Fig. 1: selected gate families
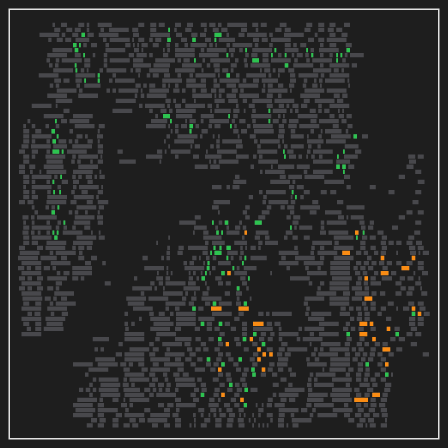
Fig. 2: cells colored by class
Bar = 50 µm.
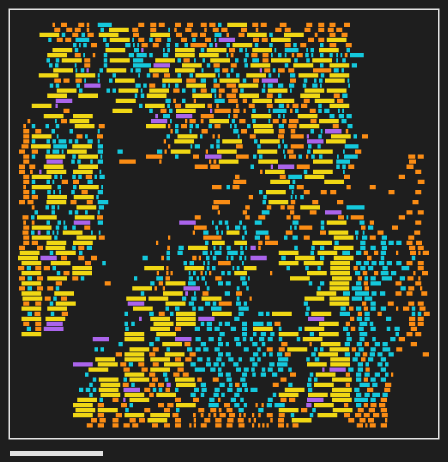
Fig. 3: routing congestion map
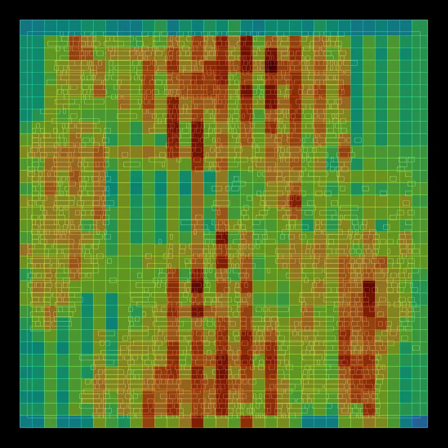
Fig. 4: sequential cells colored by netlist name
Bar = 50 µm.
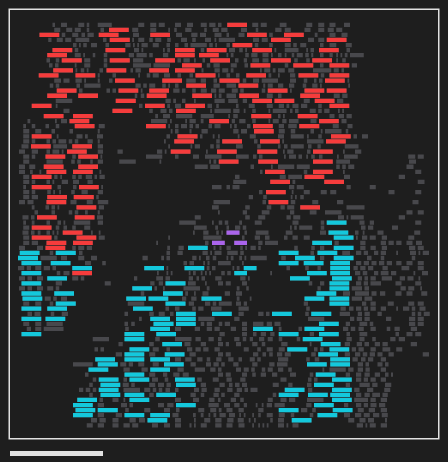
Fig. 5: wiring by layer
Bar = 50 µm. Two of the layers only.
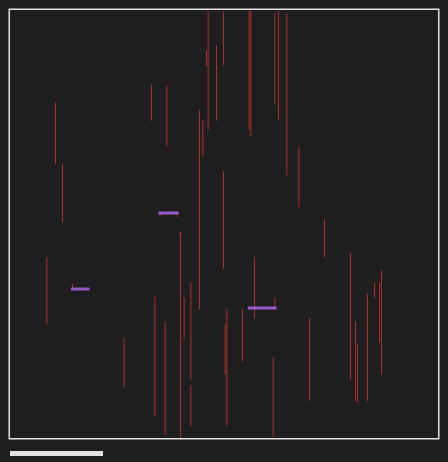
Design cva6_tlb_sv32, sky130hd; sources not shown.
==> ci_impl_report.md <==
## Implementation flow summary

| Metric | Value |
|---|---|
| Count of non-filler cells in the finished layout | `approximately 2,200` |
| First-pass GRT wire length | `between 80,000 and 90,000 µm` |
| Post-DP HPWL | `42,700 µm` |
| Non-clock buffers | `~540` |
| Internal power | `between 7 and 8 mW` |
| Met2 usage | `between 30% and 40%` |
| Crit path max-delay family | `simple AND/OR/NAND/NOR gates` |
| Final total power | `slightly above 10 mW` |
| Run status | `complete, but fails checks` |
| Yosys cell count | `1,068` |
| Logic area | `a little over 5000 µm²` |
| Clock buffer depth | `3` |
| Largest net degree at the start of global routing | `35` |
| Synth Instances | `around 1,100` |
| Setup ws final | `-0.509 ns` |
| Place WS | `-1.33 ns` |
| Clock network power share | `36.7%` |
| Count leader, synth | `edfxtp_1` |
| Post-Syn Area | `12,800 µm²` |
| Met2 Wirelength | `slightly below 30,000 µm` |
| Slowest stage delay, CP | `approximately 0.5 ns` |
| Top Layer Used | `met5` |
| Share of layout cells above drive strength 1 | `approximately 18%` |
| # setup viols final | `34` |
| Worst hold slack | `0.367 ns` |
| Synth warnings | `0` |
| TritonCTS Sinks | `255` |
| # H-tree levels | `1` |
| CP Depth | `9` |
| Inverters | `38` |
| Commonest flop | `edfxtp_1` |
| TritonCTS buffer count | `27` |
| Slew HR | `between 50% and 60%` |
| GRT overflow | `0` |
| Area Overhead vs Synth | `53.2%` |
| Hold Fails Final Rpt | `0` |
| Violations in the final reports | `setup timing` |
| Seq cells | `between 200 and 300` |
| Slowest stage cell, crit path | `edfxtp_1` |
| Comb power frac | `roughly 15%` |
| Synth top cells by count | `250 x edfxtp_1, 98 x and2_1, 98 x and3_1` |
| Clock-pin slew on the worst setup and hold paths | `about 0.07 ns` |
| Crit path max fanout | `8` |
| Slew Limit Fails | `0` |
| DRC | `0` |
| Initial antenna violation count | `6` |
| Setup Crit Path Kind | `reg2out` |
| ClkCell Share | `about 4.2%` |
| TritonCTS clock tree | `built` |
About Fig. 1:
orange -> nor cells  # cells 34
green -> nand cells  # cells 111, where all over the die
Top cell excl fill/tap: clkdlybuf4s50_1
logic share of the area: 26.5%

About Fig. 2:
yellow -> registers  # cells 255
orange -> remaining buffers and delay cells  # cells 535
purple -> clock drivers and dummy loads  # cells 47
cyan -> remaining logic cells  # cells 719
total core area: 48,100 µm²
sequential share of cell area: 38.9%
row cnt: 80
Final Util: 40.6%

About Fig. 3:
busiest grt layer: met2
DR WL/cell: 25.9 µm
met1 usage: 25.4%
met3 GRT Util: 3.81%

About Fig. 4:
cyan -> tags_q  # placed flops 124
red -> content_q  # placed flops 128
purple -> u_plru.tree_q  # placed flops 3
register area: 7610 µm²
power in sequential cells: 4.90 mW

About Fig. 5:
red -> M4  # wire length 1,740 µm
purple -> M5  # wire length 31.3 µm
WL final: 57,400 µm
vias after detailed routing: 10,700
gr usage total: 20.7%

==> repair_timing <==
| action | CTS | global route |
|---|---|---|
| hold buffers | 0 | 0 |
| cloned | 3 | 4 |
| setup buffers | 47 | 13 |
| pin swaps | 29 | 49 |
| gates resized | 273 | 92 |
| setup endpoints to repair | 223 | 154 |
==> power groups by stage <==
| stage | Combinational [mW] | Sequential [mW] | Clock (mW) |
|---|---|---|---|
| finish | 1.48 | 4.90 | 3.70 |
| global placement | 1.32 | 4.99 | 0 |
| floorplan | 0.429 | 5.03 | 0 |
| detailed placement | 1.35 | 4.99 | 0 |
| CTS | 1.46 | 4.90 | 3.77 |
| global route | 1.57 | 4.92 | 3.96 |
Power and IR drop assume default switching activity.
